Figure 1. Wires at chosen ports, followed through buffers (run 1).
Scale bar: 20 microns.
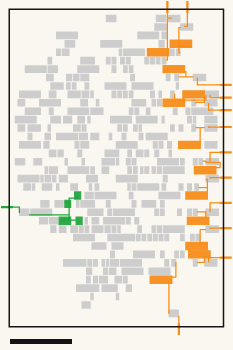
Figure 2. PDN straps and rails (run 1).
Scale bar: 20 microns. Pins as bars on the die edge. Tap cells in grey.
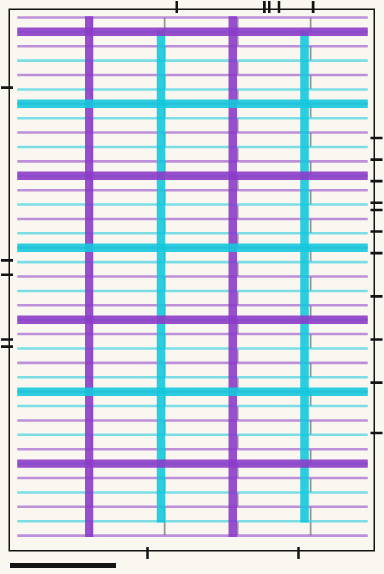
Figure 3. Placement density heat map (run 1).
Scale bar: 20 microns. 7 x 10 tiles, from white (low) to dark blue (high), 0 to 100% covered.
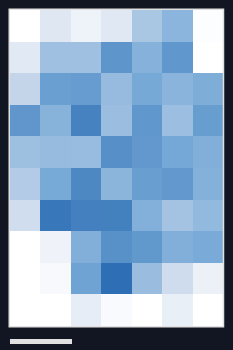
[src/rtl/grbalpha_pkg.sv]
// Shared constants for the GRB Alpha readout: ADC frame layout and sampler FSM encoding.
// The state encodings are also decoded by the top-level status LEDs.
package grbalpha_pkg;

  localparam int ADC_DATA_BITS  = 12;
  localparam int ADC_FRAME_BITS = 16;
  localparam int ADC_LEAD_BITS  = 4;

  localparam logic [2:0] ADC_ST_IDLE  = 3'd0;
  localparam logic [2:0] ADC_ST_SETUP = 3'd1;
  localparam logic [2:0] ADC_ST_SHIFT = 3'd2;
  localparam logic [2:0] ADC_ST_DONE  = 3'd3;
  localparam logic [2:0] ADC_ST_GAP   = 3'd4;

  typedef enum logic [2:0] {
    ST_IDLE  = ADC_ST_IDLE,
    ST_SETUP = ADC_ST_SETUP,
    ST_SHIFT = ADC_ST_SHIFT,
    ST_DONE  = ADC_ST_DONE,
    ST_GAP   = ADC_ST_GAP
  } adc_state_e;

  function automatic logic lead_bits_clear(input logic [ADC_FRAME_BITS-1:0] frame);
    return frame[ADC_FRAME_BITS-1 -: ADC_LEAD_BITS] == '0;
  endfunction

endpackage

[src/rtl/spi_sclk_gen.sv]
// SCLK generator: CLK_DIV-cycle half periods while RUN_i, idling high; rise/fall strobes
// fire on the cycle before SCLK_o changes, END_o closes the high phase after the 16th rise.
module spi_sclk_gen #(
  parameter int CLK_DIV = 8
) (
  input  logic CLK_i,
  input  logic RST_i,
  input  logic RUN_i,
  output logic SCLK_o,
  output logic RISE_o,
  output logic FALL_o,
  output logic END_o
);

  localparam int CNT_W = $clog2(CLK_DIV);

  logic [CNT_W-1:0] r_cnt;
  logic             r_sclk;
  logic [4:0]       r_rises;
  logic             w_tick;
  logic             w_last;

  assign w_tick = RUN_i && (r_cnt == CNT_W'(CLK_DIV - 1));
  assign w_last = (r_rises == 5'd16);

  assign RISE_o = w_tick && !r_sclk;
  assign FALL_o = w_tick && r_sclk && !w_last;
  assign END_o  = w_tick && r_sclk && w_last;
  assign SCLK_o = r_sclk;

  always_ff @(posedge CLK_i) begin
    if (RST_i || !RUN_i) begin
      r_cnt   <= '0;
      r_sclk  <= 1'b1;
      r_rises <= '0;
    end else begin
      r_cnt <= w_tick ? '0 : r_cnt + 1'b1;
      if (RISE_o) begin
        r_sclk  <= 1'b1;
        r_rises <= r_rises + 5'd1;
      end else if (FALL_o) begin
        r_sclk <= 1'b0;
      end
    end
  end

endmodule

[src/rtl/adc_spi_sampler.sv]
// SPI master for the 12-bit detector ADC: back-to-back 16-bit frames into a one-entry valid/ready buffer.
// Define ADC_THRESH_EN to silently drop samples below THRESHOLD instead of forwarding them.
module adc_spi_sampler
  import grbalpha_pkg::*;
#(
  parameter int                       CLK_DIV   = 8,
  parameter int                       CONV_GAP  = 16,
  parameter logic [ADC_DATA_BITS-1:0] THRESHOLD = '0
) (
  input  logic                     CLK_i,
  input  logic                     RST_i,
  input  logic                     EN_i,
  output logic                     CS_o,
  output logic                     SCLK_o,
  input  logic                     SDO_i,
  output logic [ADC_DATA_BITS-1:0] SAMPLE_o,
  output logic                     VALID_o,
  input  logic                     READY_i,
  output logic                     OVERRUN_o,
  output logic                     FMT_ERR_o,
  output logic                     BUSY_o
);

  localparam int GAP_W = $clog2(CONV_GAP + 1);

  adc_state_e                r_state;
  logic                      r_cs;
  logic                      r_busy;
  logic                      r_valid;
  logic                      r_overrun;
  logic                      r_fmt_err;
  logic [ADC_DATA_BITS-1:0]  r_sample;
  logic [ADC_FRAME_BITS-1:0] r_shreg;
  logic [GAP_W-1:0]          r_gap_cnt;

  logic                      w_run;
  logic                      w_rise;
  logic                      w_fall;
  logic                      w_end;
  logic                      w_keep;
  logic [ADC_DATA_BITS-1:0]  w_data;

  assign w_run  = (r_state == ST_SETUP) || (r_state == ST_SHIFT);
  assign w_data = r_shreg[ADC_DATA_BITS-1:0];

`ifdef ADC_THRESH_EN
  assign w_keep = (w_data >= THRESHOLD);
`else
  logic w_unused_threshold;
  assign w_unused_threshold = ^THRESHOLD;
  assign w_keep = 1'b1;
`endif

  // SETUP is treated as the first high half-period, so its end is the first SCLK fall.
  spi_sclk_gen #(
    .CLK_DIV (CLK_DIV)
  ) u_sclk_gen (
    .CLK_i  (CLK_i),
    .RST_i  (RST_i),
    .RUN_i  (w_run),
    .SCLK_o (SCLK_o),
    .RISE_o (w_rise),
    .FALL_o (w_fall),
    .END_o  (w_end)
  );

  always_ff @(posedge CLK_i) begin
    if (RST_i) begin
      r_state   <= ST_IDLE;
      r_cs      <= 1'b1;
      r_busy    <= 1'b0;
      r_valid   <= 1'b0;
      r_overrun <= 1'b0;
      r_fmt_err <= 1'b0;
      r_sample  <= '0;
      r_shreg   <= '0;
      r_gap_cnt <= '0;
    end else begin
      if (r_valid && READY_i) r_valid <= 1'b0;
      case (r_state)
        ST_IDLE: begin
          if (EN_i) begin
            r_state <= ST_SETUP;
            r_cs    <= 1'b0;
            r_busy  <= 1'b1;
          end
        end
        ST_SETUP: begin
          if (w_fall) r_state <= ST_SHIFT;
        end
        ST_SHIFT: begin
          if (w_rise) r_shreg <= {r_shreg[ADC_FRAME_BITS-2:0], SDO_i};
          if (w_end) begin
            r_state <= ST_DONE;
            r_cs    <= 1'b1;
          end
        end
        ST_DONE: begin
          if (!lead_bits_clear(r_shreg)) r_fmt_err <= 1'b1;
          // A consumer taking the old sample this cycle frees the slot for the new one.
          if (w_keep) begin
            if (!r_valid || READY_i) begin
              r_sample <= w_data;
              r_valid  <= 1'b1;
            end else begin
              r_overrun <= 1'b1;
            end
          end
          r_gap_cnt <= '0;
          r_state   <= ST_GAP;
        end
        ST_GAP: begin
          if (r_gap_cnt == GAP_W'(CONV_GAP - 1)) begin
            if (EN_i) begin
              r_state <= ST_SETUP;
              r_cs    <= 1'b0;
            end else begin
              r_state <= ST_IDLE;
              r_busy  <= 1'b0;
            end
          end else begin
            r_gap_cnt <= r_gap_cnt + 1'b1;
          end
        end
        default: begin
          r_state <= ST_IDLE;
          r_cs    <= 1'b1;
          r_busy  <= 1'b0;
        end
      endcase
    end
  end

  assign CS_o      = r_cs;
  assign BUSY_o    = r_busy;
  assign VALID_o   = r_valid;
  assign SAMPLE_o  = r_sample;
  assign OVERRUN_o = r_overrun;
  assign FMT_ERR_o = r_fmt_err;

endmodule

[config.mk]
export PLATFORM = sky130hd
export DESIGN_NAME = adc_spi_sampler
export DESIGN_NICKNAME = d
export VERILOG_FILES = /design/src/rtl/grbalpha_pkg.sv /design/src/rtl/spi_sclk_gen.sv /design/src/rtl/adc_spi_sampler.sv
export SDC_FILE = /design/constraint.sdc
export NUM_CORES = 1
export LEC_CHECK = 0
export CORE_ASPECT_RATIO = 1.5
export CORE_UTILIZATION = 33
export DETAILED_ROUTE_END_ITERATION = 16
export GPL_TIMING_DRIVEN = 0
export PLACE_DENSITY = 0.57
export SYNTH_ARGS = -nofsm -noshare
export SYNTH_HDL_FRONTEND = slang
export SYNTH_SLANG_ARGS = --single-unit
export TNS_END_PERCENT = 1
[constraint.sdc]
create_clock -name CLK_i -period 2.02 [get_ports CLK_i]
set_input_delay 0.202 -clock CLK_i [delete_from_list [all_inputs] [get_ports CLK_i]]
set_output_delay 0.202 -clock CLK_i [all_outputs]
set_load 0.1 [all_outputs]
==> out/summary.txt, run 1 <==
initial antenna violation count -> 0
worst reg-to-reg setup slack -> 0.04 ns
Adders+Majority by Area -> 3.41%
Global Route met2 Usage -> 26.8%
yosys aoi share -> 21.3%
Fill cells -> 704
Vias/cell -> 5.35
HP Start -> u_sclk_gen.r_cnt[0]
multi-input gate share of total cell area -> 41.7%
fin cells -> 362
WL met3 -> 148 microns
yosys cell count -> 257
distinct lib cells -> 42
TritonCTS clock tree -> built
CP required -> 1.82 ns
GR Layer Usage met3 -> 3.13%
first-pass GRT wire length -> 8220 microns
status -> finished clean
final core occ -> 41.3%
root buffer cell -> clkbuf_8
Signal buf overhead -> 13.6%
Slew Viols, Final -> 0
post-synthesis sequential area ratio -> 45.5%
multi-input combinational cell area -> 1120 sq um
Antenna diodes -> 0
Period minus WS final -> 1.98 ns
async set or reset register ratio after synthesis -> 0%
most common logic cells in the final layout -> dfxtp_1 (48), a21oi_1 (39), nand3_1 (38), o21ai_0 (29), dlymetal6s2s_1 (14)
Post-synth EDFFs -> 0
## Picture notes: Figure 1
| port | colour | direction | edge | end cells | buffers | wire |
|---|---|---|---|---|---|---|
| `EN_i` | green | input | left | 5 | 1 | 34.6 microns |
| `SAMPLE_o` | orange | output | 9 right, 2 top, 1 bottom | 12 | 12 | 180 microns |

## Picture notes: Figure 2
| net | colour |
|---|---|
| VDD | cyan |
| VSS | purple |
signal pins: 23
tap cells: 76

## Picture notes: Figure 3
emptiest ninth of the die: bottom left
tiles over 75% full: 1.4%
nearly empty tiles: 13%
fullest tile: 75%
Starting Density: 34.0%
Placeable Area: 6490 sq um

Figure 4. Sequential cells coloured by netlist name (run 1).
Scale bar: 20 microns. Other sequential cells in the stronger grey, the rest of the logic in the fainter grey.
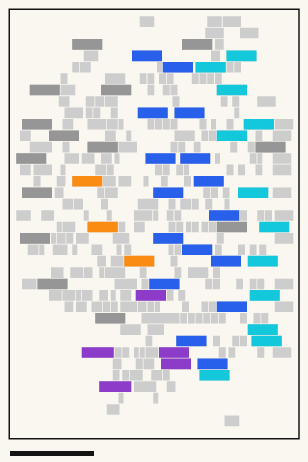

==> run 2: changes to the inputs <==
--- a/config.mk
+++ b/config.mk
@@ -9,7 +9,8 @@
 export CORE_UTILIZATION = 33
 export DETAILED_ROUTE_END_ITERATION = 16
 export GPL_TIMING_DRIVEN = 0
-export PLACE_DENSITY = 0.57
+export PLACE_DENSITY = 0.64
+export RECOVER_POWER = 25
 export SYNTH_ARGS = -nofsm -noshare
 export SYNTH_HDL_FRONTEND = slang
 export SYNTH_SLANG_ARGS = --single-unit
Figure 5. Sequential cells coloured by netlist name (run 2).
Scale bar: 20 microns. Other sequential cells in the stronger grey, the rest of the logic in the fainter grey.
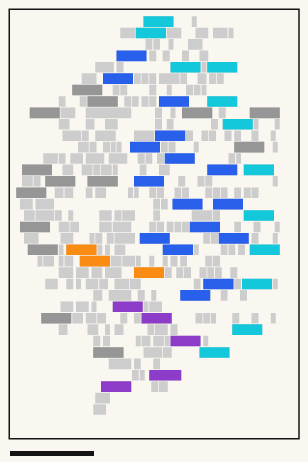
| netlist name | colour | placed flops |
|---|---|---|
| `r_shreg` | blue | 16 |
| `SAMPLE_o` | cyan | 12 |
| `r_state` | orange | 3 |
| `r_gap_cnt` | purple | 5 |
not coloured: 14

Figure 6. Placement view (run 2).
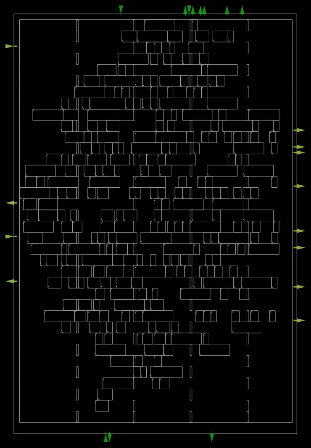
registers: 50
Seq/total area: 39.1%
Rows: 36
Tapcell Cnt: 76
final core occ: 39.5%

Figure 7. PDN straps and rails (run 2).
Scale bar: 20 microns. Pins as bars on the die edge. Tap cells in grey.
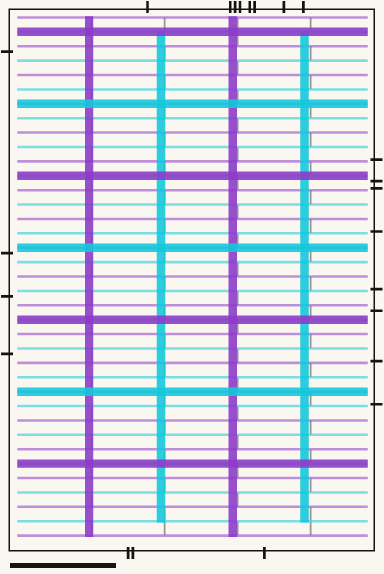
| net | colour |
|---|---|
| VSS | purple |
| VDD | cyan |
met5 straps: 7
tap cells: 76
rows: 36
met1 rails: 37
met4 straps: 4
DIE WIDTH: 68.7 microns
DIE HEIGHT: 102 microns
maximum vdd drop: 0.000346 V

==> out/summary.txt, run 2 <==
CP required -> 2.27 ns
max FFs per register -> 16
post-synthesis sequential area ratio -> 45.5%
Adders+Majority by Area -> 3.41%
multi-input combinational cell area -> 1100 sq um
multi-input gate share of total cell area -> 42.9%
yosys aoi share -> 21.3%
post-route worst setup slack -> -0.0554 ns
Post-Syn Area -> 2200 sq um
Worst-path clk slew -> 0.10 ns
NetSw -> 0.413 mW
Max Root-Sink Buffers -> 2
failing checks -> setup timing
Fill cells -> 698
root buffer cell -> clkbuf_8
Placeable Area -> 6490 sq um
Commonest Layout Cell -> dfxtp_1
Antenna diodes -> 0
Global Route met2 Usage -> 27.8%
Inst Count DP -> 355
worst reg-to-reg setup slack -> -0.06 ns
TritonCTS clock tree -> built
detailed-route wire length -> 5030 microns
distinct lib cells -> 42
most common logic cells in the final layout -> dfxtp_1 (49), a21oi_1 (39), nand3_1 (38), o21ai_0 (29), clkbuf_1 (27)
vias in the first global route -> 1,825
Post-synth EDFFs -> 0
dominant kind of cell by area -> logic gates
fin cells -> 362
crit start category -> flop
Vias/cell -> 5.39
async set or reset register ratio after synthesis -> 0%
pin count of the biggest net entering global routing -> 16
GR Layer Usage met3 -> 3.35%
yosys cell count -> 257
Period minus WS final -> 2.08 ns
Resized cells post-CTS -> 6
Starting Density -> 34.0%
first-pass GRT wire length -> 8720 microns
HP Start -> u_sclk_gen.r_cnt[0]
Signal buf overhead -> 9.42%
status -> finished, violations left
Syn Nets -> 268
Setup violations, final -> 1
initial antenna violation count -> 0
Hold Path Stages -> 1
Slew Viols, Final -> 0
Figure 8. Placement density heat map (run 2).
Scale bar: 20 microns. 7 x 10 tiles, from white (low) to dark blue (high), 0 to 100% covered.
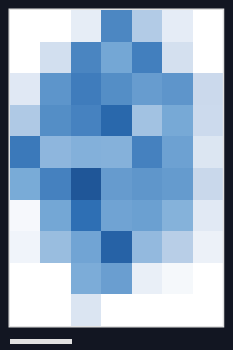

==> run 3: changes to the inputs <==
--- a/config.mk
+++ b/config.mk
@@ -9,7 +9,7 @@
 export CORE_UTILIZATION = 33
 export DETAILED_ROUTE_END_ITERATION = 16
 export GPL_TIMING_DRIVEN = 0
-export PLACE_DENSITY = 0.64
+export PLACE_DENSITY = 0.62
 export RECOVER_POWER = 25
 export SYNTH_ARGS = -nofsm -noshare
 export SYNTH_HDL_FRONTEND = slang
==> constraint.sdc (replaced) <==
create_clock -name CLK_i -period 2.7 [get_ports CLK_i]
set_input_delay 0.27 -clock CLK_i [delete_from_list [all_inputs] [get_ports CLK_i]]
set_output_delay 0.27 -clock CLK_i [all_outputs]
set_load 0.1 [all_outputs]
Figure 9. Placement density heat map (run 3).
Scale bar: 20 microns. 7 x 10 tiles, from white (low) to dark blue (high), 0 to 100% covered.
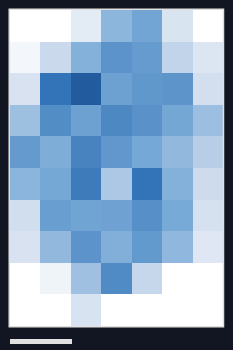
nearly empty tiles: 17%
fullest tile: 82%
mean over tiles: 36%
tiles over 75% full: 1.4%
densest ninth of the die: middle
final core occ: 40.5%

Figure 10. Sequential cells coloured by netlist name (run 3).
Scale bar: 20 microns. Other sequential cells in the stronger grey, the rest of the logic in the fainter grey.
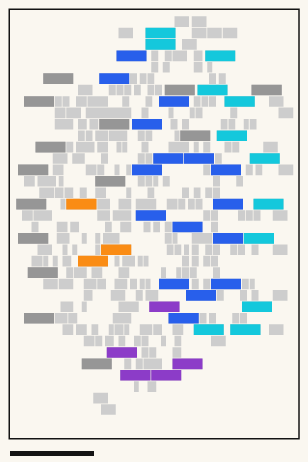
| netlist name | colour | placed flops |
|---|---|---|
| `r_state` | orange | 3 |
| `r_shreg` | blue | 16 |
| `SAMPLE_o` | cyan | 12 |
| `r_gap_cnt` | purple | 5 |
not coloured: 14

==> out/summary.txt, run 3 <==
Inst Count DP -> 355
vias in the first global route -> 1,862
Starting Density -> 34.0%
async set or reset register ratio after synthesis -> 0%
Signal buf overhead -> 12.2%
distinct lib cells -> 42
post-route worst setup slack -> 0.400 ns
Resized cells post-CTS -> 0
yosys aoi share -> 21.3%
Worst-path clk slew -> 0.10 ns
root buffer cell -> clkbuf_8
DIE HEIGHT -> 102 microns
DIE WIDTH -> 68.7 microns
registers -> 50
Adders+Majority by Area -> 3.41%
Period minus WS final -> 2.30 ns
Setup violations, final -> 0
Placeable Area -> 6490 sq um
TritonCTS clock tree -> built
most common logic cells in the final layout -> dfxtp_1 (50), a21oi_1 (39), nand3_1 (38), o21ai_0 (29), clkdlybuf4s50_1 (22)
Max Root-Sink Buffers -> 2
Post-Syn Area -> 2200 sq um
first-pass GRT wire length -> 8730 microns
yosys cell count -> 257
maximum vdd drop -> 0.000250 V
Vias/cell -> 5.41
Rows -> 36
multi-input combinational cell area -> 1080 sq um
WL met3 -> 115 microns
status -> finished clean
initial antenna violation count -> 0
NetSw -> 0.312 mW
Post-synth EDFFs -> 0
Global Route met2 Usage -> 28.7%
CP required -> 2.93 ns
GR Layer Usage met3 -> 3.35%
Syn Nets -> 268
Antenna diodes -> 0
max FFs per register -> 16
dominant kind of cell by area -> logic gates
Tapcell Cnt -> 76
HP Start -> u_sclk_gen.r_cnt[0]
Commonest Layout Cell -> dfxtp_1
Figure 11. Placement view (run 3).
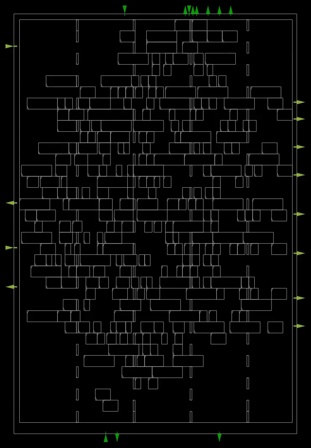
Seq/total area: 38.1%
Fill cells: 684
fin cells: 363

Power is estimated from default activity; no workload was simulated.
